Figure 1. Clock nets (run 1).
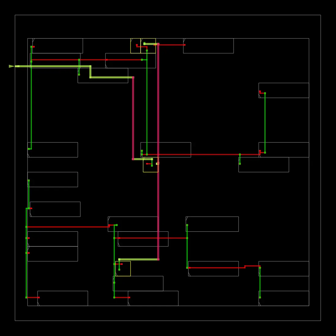
Figure 2. Placed cells, one color a class (run 1).
Bar = 20 um. Fill, decap, tap and diode cells in gray.
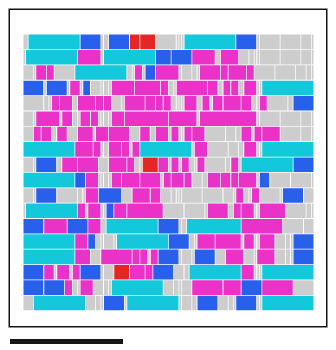
Figure 3. Signal wires on met2 (run 1).
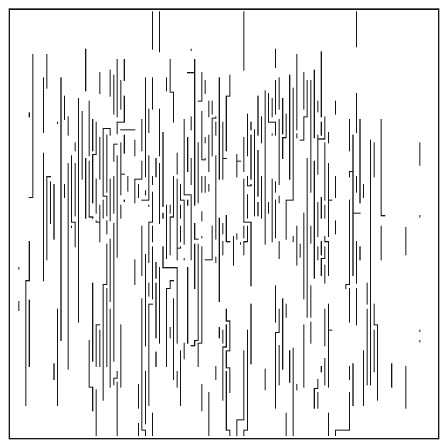
==> config.mk <==
export PLATFORM = sky130hd
export DESIGN_NAME = parking_slot_manager_flat
export DESIGN_NICKNAME = d
export VERILOG_FILES = /design/src/rtl/parking_slot_manager_pkg.sv /design/src/rtl/parking_slot_manager_if.sv /design/src/rtl/parking_slot_manager_finder.sv /design/src/rtl/parking_slot_manager.sv /design/src/flat_wrapper.sv
export SDC_FILE = /design/constraint.sdc
export NUM_CORES = 1
export LEC_CHECK = 0
export CORE_MARGIN = 2
export CORE_UTILIZATION = 55
export CTS_CLUSTER_DIAMETER = 80
export DETAILED_ROUTE_END_ITERATION = 10
export GPL_TIMING_DRIVEN = 0
export PLACE_DENSITY_LB_ADDON = 0.3
export SLEW_MARGIN = 30
export SYNTH_ARGS = -nofsm -noshare
export SYNTH_HDL_FRONTEND = slang
export SYNTH_SLANG_ARGS = --single-unit
==> constraint.sdc <==
create_clock -name clk -period 3.1 [get_ports clk]
set_clock_uncertainty 0.15 [all_clocks]
set_input_delay 0.465 -clock clk [delete_from_list [all_inputs] [get_ports clk]]
set_output_delay 0.465 -clock clk [all_outputs]
set_load 0.05 [all_outputs]
==> src/rtl/parking_slot_manager_pkg.sv <==
// Shared types for the parking slot manager slice.
//   op_e    : request opcode carried on req_op
//   state_e : transaction FSM states (accept, execute, respond)
package parking_pkg;

  typedef enum logic [1:0] {
    OP_PARK_AT  = 2'b00,
    OP_LEAVE    = 2'b01,
    OP_PARK_ANY = 2'b10,
    OP_RSVD     = 2'b11
  } op_e;

  typedef enum logic [1:0] {
    S_IDLE,
    S_EXEC,
    S_RESP
  } state_e;

endpackage

==> src/rtl/parking_slot_manager_if.sv <==
// Request/response channel of the parking slot manager.
//   req_valid/req_ready/req_op/req_slot : one park/leave request
//   rsp_valid/rsp_ready/rsp_ok/rsp_slot : status response for that request
// master = gate/sensor controller side, slave = manager side.
interface parking_slot_manager_if
  import parking_pkg::*;
#(
  parameter int NUM_SLOTS = 8,
  parameter int IDX_W     = $clog2(NUM_SLOTS)
);
  logic             req_valid;
  logic             req_ready;
  op_e              req_op;
  logic [IDX_W-1:0] req_slot;
  logic             rsp_valid;
  logic             rsp_ready;
  logic             rsp_ok;
  logic [IDX_W-1:0] rsp_slot;

  modport master (
    output req_valid, req_op, req_slot, rsp_ready,
    input  req_ready, rsp_valid, rsp_ok, rsp_slot
  );

  modport slave (
    input  req_valid, req_op, req_slot, rsp_ready,
    output req_ready, rsp_valid, rsp_ok, rsp_slot
  );
endinterface

==> src/rtl/parking_slot_manager_finder.sv <==
// Priority encoder that locates the lowest-index free slot.
//   occupancy : slot map, 1 = taken
//   found     : at least one slot is free
//   idx       : index of the lowest free slot (0 when none)
module lowest_free_finder #(
  parameter int NUM_SLOTS = 8,
  parameter int IDX_W     = $clog2(NUM_SLOTS)
) (
  input  logic [NUM_SLOTS-1:0] occupancy,
  output logic                 found,
  output logic [IDX_W-1:0]     idx
);

  always_comb begin
    found = 1'b0;
    idx   = '0;
    for (int unsigned i = 0; i < NUM_SLOTS; i++) begin
      if (!found && !occupancy[IDX_W'(i)]) begin
        found = 1'b1;
        idx   = IDX_W'(i);
      end
    end
  end

endmodule

==> src/rtl/parking_slot_manager.sv <==
// Parking occupancy manager: owns the slot map, serves one park/leave
// request at a time and returns a status response.
//   clk, reset  : rising-edge clock, asynchronous active-high reset
//   bus         : request/response channel (slave side)
//   occupancy   : registered slot map, 1 = taken
//   free_count  : registered number of free slots
//   full, empty : free_count == 0 / free_count == NUM_SLOTS
module parking_slot_manager
  import parking_pkg::*;
#(
  parameter int NUM_SLOTS = 8,
  parameter int IDX_W     = $clog2(NUM_SLOTS),
  parameter int CNT_W     = $clog2(NUM_SLOTS + 1)
) (
  input  logic                    clk,
  input  logic                    reset,
  parking_slot_manager_if.slave   bus,
  output logic [NUM_SLOTS-1:0]    occupancy,
  output logic [CNT_W-1:0]        free_count,
  output logic                    full,
  output logic                    empty
);

  // One extra bit so a non-power-of-two slot count can be range checked.
  localparam logic [IDX_W:0] SLOT_LIMIT = (IDX_W + 1)'(NUM_SLOTS);

  state_e                 state_q, state_d;
  op_e                    op_q;
  logic [IDX_W-1:0]       slot_q;
  logic [NUM_SLOTS-1:0]   occ_q, occ_d;
  logic [CNT_W-1:0]       free_q, free_d;
  logic                   ok_q, ok_d;
  logic [IDX_W-1:0]       rsp_slot_q, rsp_slot_d;
  logic                   any_found;
  logic [IDX_W-1:0]       any_idx;
  logic                   slot_in_range;

  lowest_free_finder #(
    .NUM_SLOTS (NUM_SLOTS),
    .IDX_W     (IDX_W)
  ) u_finder (
    .occupancy (occ_q),
    .found     (any_found),
    .idx       (any_idx)
  );

  assign slot_in_range = {1'b0, slot_q} < SLOT_LIMIT;

  always_comb begin
    state_d    = state_q;
    occ_d      = occ_q;
    free_d     = free_q;
    ok_d       = ok_q;
    rsp_slot_d = rsp_slot_q;
    case (state_q)
      S_IDLE: if (bus.req_valid) state_d = S_EXEC;
      S_EXEC: begin
        state_d    = S_RESP;
        ok_d       = 1'b0;
        rsp_slot_d = slot_q;
        case (op_q)
          OP_PARK_AT: begin
            if (slot_in_range && !occ_q[slot_q]) begin
              occ_d[slot_q] = 1'b1;
              free_d        = free_q - CNT_W'(1);
              ok_d          = 1'b1;
            end
          end
          OP_LEAVE: begin
            if (slot_in_range && occ_q[slot_q]) begin
              occ_d[slot_q] = 1'b0;
              free_d        = free_q + CNT_W'(1);
              ok_d          = 1'b1;
            end
          end
          OP_PARK_ANY: begin
            rsp_slot_d = '0;
            if (any_found) begin
              occ_d[any_idx] = 1'b1;
              free_d         = free_q - CNT_W'(1);
              ok_d           = 1'b1;
              rsp_slot_d     = any_idx;
            end
          end
          default: ;
        endcase
      end
      S_RESP: if (bus.rsp_ready) state_d = S_IDLE;
      default: state_d = S_IDLE;
    endcase
  end

  always_ff @(posedge clk or posedge reset) begin
    if (reset) begin
      state_q    <= S_IDLE;
      op_q       <= OP_PARK_AT;
      slot_q     <= '0;
      occ_q      <= '0;
      free_q     <= CNT_W'(NUM_SLOTS);
      ok_q       <= 1'b0;
      rsp_slot_q <= '0;
    end else begin
      state_q    <= state_d;
      occ_q      <= occ_d;
      free_q     <= free_d;
      ok_q       <= ok_d;
      rsp_slot_q <= rsp_slot_d;
      if (state_q == S_IDLE && bus.req_valid) begin
        op_q   <= bus.req_op;
        slot_q <= bus.req_slot;
      end
    end
  end

  assign bus.req_ready = (state_q == S_IDLE);
  assign bus.rsp_valid = (state_q == S_RESP);
  assign bus.rsp_ok    = ok_q;
  assign bus.rsp_slot  = rsp_slot_q;
  assign occupancy     = occ_q;
  assign free_count    = free_q;
  assign full          = (free_q == '0);
  assign empty         = (free_q == CNT_W'(NUM_SLOTS));

endmodule

==> src/flat_wrapper.sv <==
// flat-port wrapper written by rule: the top's interface ports become plain ports
module parking_slot_manager_flat import parking_pkg::*;
#(
  parameter int NUM_SLOTS = 8,
  parameter int IDX_W     = $clog2(NUM_SLOTS),
  parameter int CNT_W     = $clog2(NUM_SLOTS + 1)
)
  (clk, reset, occupancy, free_count, full, empty, bus_req_valid, bus_req_op, bus_req_slot, bus_rsp_ready, bus_req_ready, bus_rsp_valid, bus_rsp_ok, bus_rsp_slot);
  parking_slot_manager_if #(.NUM_SLOTS(NUM_SLOTS), .IDX_W(IDX_W)) bus_i ();
  input  logic clk;
  input  logic reset;
  output logic [NUM_SLOTS-1:0] occupancy;
  output logic [CNT_W-1:0] free_count;
  output logic full;
  output logic empty;
  input wire logic [$bits(bus_i.req_valid)-1:0] bus_req_valid;
  input wire logic [$bits(bus_i.req_op)-1:0] bus_req_op;
  input wire logic [$bits(bus_i.req_slot)-1:0] bus_req_slot;
  input wire logic [$bits(bus_i.rsp_ready)-1:0] bus_rsp_ready;
  output wire logic [$bits(bus_i.req_ready)-1:0] bus_req_ready;
  output wire logic [$bits(bus_i.rsp_valid)-1:0] bus_rsp_valid;
  output wire logic [$bits(bus_i.rsp_ok)-1:0] bus_rsp_ok;
  output wire logic [$bits(bus_i.rsp_slot)-1:0] bus_rsp_slot;
  assign bus_i.req_valid = bus_req_valid;
  assign bus_i.req_op = bus_req_op;
  assign bus_i.req_slot = bus_req_slot;
  assign bus_i.rsp_ready = bus_rsp_ready;
  assign bus_req_ready = bus_i.req_ready;
  assign bus_rsp_valid = bus_i.rsp_valid;
  assign bus_rsp_ok = bus_i.rsp_ok;
  assign bus_rsp_slot = bus_i.rsp_slot;
  parking_slot_manager #(.NUM_SLOTS(NUM_SLOTS), .IDX_W(IDX_W), .CNT_W(CNT_W)) u_core (.clk(clk), .reset(reset), .bus(bus_i), .occupancy(occupancy), .free_count(free_count), .full(full), .empty(empty));
endmodule
==> flow_metrics.env, run 1 <==
# source this file to load flow results
export IMPL_combPwrFrac=0.685
export IMPL_outcome="completed"
export IMPL_num_io_pins=29
export IMPL_synth_top_flop_cell="dfrtp_1"
export IMPL_fin_crit_ps=2610
export IMPL_yosysTopAreaCell="dfrtp_1"
export IMPL_leakagePower_uw=0.000782
export IMPL_slew_viol_final=0
export IMPL_signal_buffer_area_fraction=0.178
export IMPL_vdd_ir_drop_max_mv=1.09
export IMPL_grt_max_degree=24
export IMPL_switching_share=0.530
export IMPL_yosysCellCount=154
export IMPL_cts_htree_levels=1
export IMPL_grt_first_pass_wirelength_mm=6.09
export IMPL_cts_resized=0
export IMPL_critPathTopFamily="buffers and inverters"
export IMPL_nFillCells=193
export IMPL_rows=18
export IMPL_seqPwrFrac=0.253
Back to the opening pictures, Figure 1:
Num CTS Buffers: 3
Flops: 23
Late-Pin Clk Latency: 320 ps
CTS Sinks: 23
P_clk: 143 uW

Back to the opening pictures, Figure 2:
- remaining buffers and delay cells: blue (cells 36; share of their area 18%)
- clock drivers and dummy loads: red (cells 4; share of their area 1.5%)
- sequential cells: cyan (cells 23; share of their area 32%)
- combinational and other logic: magenta (cells 123; share of their area 48%)

Back to the opening pictures, Figure 3:
- wire length on this layer: 1780 um
- nets with wire on the layer: 175
- longest straight run: 34.3 um
- main direction: vertical
- share of all routed wire: 50%
routed vias: 1326
DRT Wirelength: 3.54 mm

-- run 1: logic make-up after synthesis --
family / Yosys count / synth area share
AND/OR/NAND/NOR: 54 / 0.191
flip-flops: 23 / 0.388
adder cells (fa/ha/maj): 3 / 0.0303
multiplexers: 10 / 0.0783
AND-OR/OR-AND: 43 / 0.238
buffers and inverters: 18 / 0.0556
XOR/XNOR: 3 / 0.0177
-- run 1: registers in the layout (all words and copies together), names as in the netlist --
name	cells
u_core.state_q	2
u_core.op_q	2
u_core.occupancy	8
u_core.bus.rsp_slot	3
u_core.bus.rsp_ok	1
u_core.slot_q	3
u_core.free_count	4
-- run 1: worst paths after layout --
kind / cells past startpoint / slack, ps / end / startpoint
worst max-delay path: 2 / 490 / empty / u_core.free_count[3]$_DFFE_PP1P_
worst min-delay path: 2 / 340 / u_core.occupancy[6]$_DFFE_PP0P_ / reset
worst max register to register: 7 / 730 / u_core.free_count[3]$_DFFE_PP1P_ / u_core.op_q[0]$_DFFE_PP0P_
worst min register to register: 1 / 350 / u_core.bus.rsp_ok$_DFFE_PP0P_ / u_core.bus.rsp_ok$_DFFE_PP0P_
max in group asynchronous: 2 / 2060 / u_core.free_count[0]$_DFFE_PP0P_ / reset
min in group clk: 1 / 350 / u_core.bus.rsp_ok$_DFFE_PP0P_ / u_core.bus.rsp_ok$_DFFE_PP0P_
-- run 1: power by group through the flow --
stage               Clock (uW)  Combinational, uW  Sequential (uW)
floorplan                    0                885              852
global placement             0               1540              580
detailed placement           0               1570              587
CTS                        152               1580              580
global route               159               1690              609
finish                     143               1580              584
-- run 1: placed cells by master, fill, tap and decap left out, types with 2 or more instances in the layout --
cell	Yosys	layout
nand2b_1	3	3
mux2_2	5	5
clkdlybuf4s50_1	0	28
nor3_1	4	4
a221oi_1	2	2
a21oi_1	5	5
a21o_1	2	2
nor2_1	11	11
a2bb2oi_2	2	2
o22a_1	2	2
clkbuf_2	2	2
o22ai_1	3	3
o221ai_1	3	3
nor2b_1	3	3
clkbuf_1	3	3
inv_1	10	9
dfrtp_1	22	22
nor4_1	3	3
o21ai_0	8	8
nand2_1	19	19
xor2_1	3	3
ha_1	2	2
a31oi_1	5	5
mux2i_1	3	3
mux2_4	2	2
clkbuf_4	0	3
-- run 1: metal layers --
layer	wire length, um	track usage	vias to the layer above
met5	0	0	-
met4	54	0.0850	0
met3	148	0.0302	5
met2	1780	0.403	42
met1	1560	0.343	650
li1	-	-	629
-- run 1: synth_stat cells (3+ instances only) --
library cell  number
dfrtp_1           22
clkbuf_1           3
nor3_1             4
nor2b_1            3
a21oi_1            5
mux2_2             5
nand2b_1           3
o21ai_0            8
nand2_1           19
inv_1             10
mux2i_1            3
o22ai_1            3
xor2_1             3
nor2_1            11
o221ai_1           3
nor4_1             3
a31oi_1            5
-- run 1: per-stage QoR --
stage	instances	util	setup slack, ps	hold WS (ps)	area, sq um
3_5_place_dp	212	0.715	752	315	1800
6_report	216	0.726	492	344	1830
5_1_grt	216	0.726	418	387	1830
4_1_cts	216	0.726	470	344	1830
2_1_floorplan	154	-	125	316	1490
3_3_place_gp	212	0.715	816	309	1800
==> run 2: changes to the inputs <==
--- a/config.mk
+++ b/config.mk
@@ -6,7 +6,7 @@
 export NUM_CORES = 1
 export LEC_CHECK = 0
 export CORE_MARGIN = 2
-export CORE_UTILIZATION = 55
+export CORE_UTILIZATION = 46
 export CTS_CLUSTER_DIAMETER = 80
 export DETAILED_ROUTE_END_ITERATION = 10
 export GPL_TIMING_DRIVEN = 0
==> constraint.sdc (replaced) <==
create_clock -name clk -period 2.1 [get_ports clk]
set_clock_uncertainty 0.15 [all_clocks]
set_input_delay 0.315 -clock clk [delete_from_list [all_inputs] [get_ports clk]]
set_output_delay 0.315 -clock clk [all_outputs]
set_load 0.05 [all_outputs]
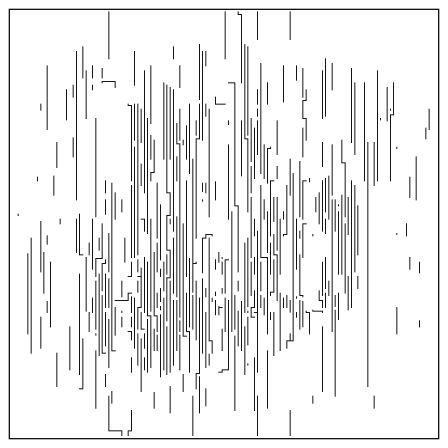
Figure 4: run 2, signal wires on met2.
- longest straight run: 34.7 um
- nets with wire on the layer: 182

==> run 2 against run 1 <==
The flow now finishes with violations (setup timing). Wire length rose by 16%. Sequential share of layout area fell by 3.5 points. Synthesized area did not move. Sequential cell count did not move. Global-route usage fell by 2.3 points. Clock-buffer cell count did not move. Sequential power rose by 58%. Power rose by 68%. Combinational power rose by 73%.
==> flow_metrics.env, run 2 <==
# source this file to load flow results
export IMPL_num_io_pins=29
export IMPL_fin_ws_ps=-57.3
export IMPL_outcome="complete, but fails checks"
export IMPL_synth_top_flop_cell="dfrtp_1"
export IMPL_top_cell="dfrtp_1"
export IMPL_setup_viol=3
export IMPL_holdWs_ps=165
export IMPL_grt_first_pass_wirelength_mm=6.13
export IMPL_common_cells="22 x dfrtp_1, 19 x nand2_1, 11 x nor2_1"
export IMPL_worst_path_buf_inv=1
export IMPL_yosysTopAreaCell="dfrtp_1"
export IMPL_fin_crit_ps=2160
export IMPL_numCtsBuffers=3
export IMPL_critPathTopFamily="AND-OR/OR-AND gates"
export IMPL_layout_top_cells="19 x nand2_1, 18 x clkdlybuf4s50_1, 13 x buf_4, 13 x dfrtp_1, 9 x dfrtp_2"
export IMPL_grt_max_degree=24
export IMPL_cts_htree_levels=1
export IMPL_clock_latency_ps=320
export IMPL_violations="setup timing"
export IMPL_nFillCells=254
export IMPL_clock_sinks=23
export IMPL_dr_total_vias=1417
export IMPL_leakagePower_uw=0.000918
export IMPL_yosysCellCount=154
export IMPL_layout_top_cell="nand2_1"
export IMPL_slew_viol_final=0
## run 2: per-stage QoR
stage               cell area (sq um)  std cells  setup slack, ps  TNS, ps
CTS                              1950        232            -62.8    -87.6
finish                           2100        245            -57.3    -77.8
detailed placement               1870        226             -236     -422
global placement                 1870        226             -134     -174
global route                     2100        245             -124     -327
floorplan                        1540        154             8.27        0
## run 2: cells by family after synthesis
logic type / after synthesis / share of synthesized area
compound gates: 43 / 0.238
xor+xnor: 3 / 0.0177
fa+ha+maj: 3 / 0.0303
buf+inv: 18 / 0.0556
flops: 23 / 0.388
mux: 10 / 0.0783
simple gates: 54 / 0.191
## run 2: worst paths after layout
check                                                        to  slack (ps)                          start  depth (start not counted)
worst max-delay path            u_core.occupancy[4]$_DFFE_PP0P_         -60   u_core.slot_q[1]$_DFFE_PP0P_                          7
min in group clk                  u_core.bus.rsp_ok$_DFFE_PP0P_         340  u_core.bus.rsp_ok$_DFFE_PP0P_                          1
worst min-delay path              u_core.state_q[1]$_DFFE_PP0P_         160                          reset                          2
max in group asynchronous       u_core.occupancy[0]$_DFFE_PP0P_        1270                          reset                          2
worst max register to register  u_core.occupancy[4]$_DFFE_PP0P_         -60   u_core.slot_q[1]$_DFFE_PP0P_                          7
worst min register to register    u_core.bus.rsp_ok$_DFFE_PP0P_         340  u_core.bus.rsp_ok$_DFFE_PP0P_                          1
## run 2: area by class of cell
| cell class | instances | area share |
|---|---|---|
| Inverter | 10 | 0.0179 |
| Multi-Input combinational cell | 113 | 0.450 |
| Clock buffer | 3 | 0.0107 |
| Sequential cell | 23 | 0.281 |
| Tap cell | 44 | 0.0263 |
| Clock inverter | 1 | 0.00239 |
| Buffer | 8 | 0.0245 |
| Timing Repair Buffer | 43 | 0.188 |
## run 2: routing by layer
layer / up-vias / global-route usage / routed length [um]
li1: 657 / - / -
met4: 0 / 0.124 / 104
met1: 678 / 0.297 / 1780
met2: 72 / 0.363 / 1980
met5: - / 0 / 0
met3: 10 / 0.0235 / 264
## run 2: worst reg2reg max path, cell delays in order (launching register included)
cell and delay (ps):
dfrtp_1 460, mux2_4 330, o211ai_4 210, o211ai_4 140
a2bb2oi_4 180, buf_6 140, a2111oi_4 310, o22ai_1 110
## run 2: repair_timing
action | 4_1_cts | 5_1_grt
resized | 20 | 16
cloned | 0 | 1
setup buffers | 2 | 12
setup endpoints to repair | 12 | 7
pin swaps | 1 | 1
## run 2: power breakdown
part	internal, uW	switching, uW
clock network	71.5	152
logic	1110	1620
registers	652	273
total	1840	2050
No activity file was given, so power comes from the tool's default toggle rates.
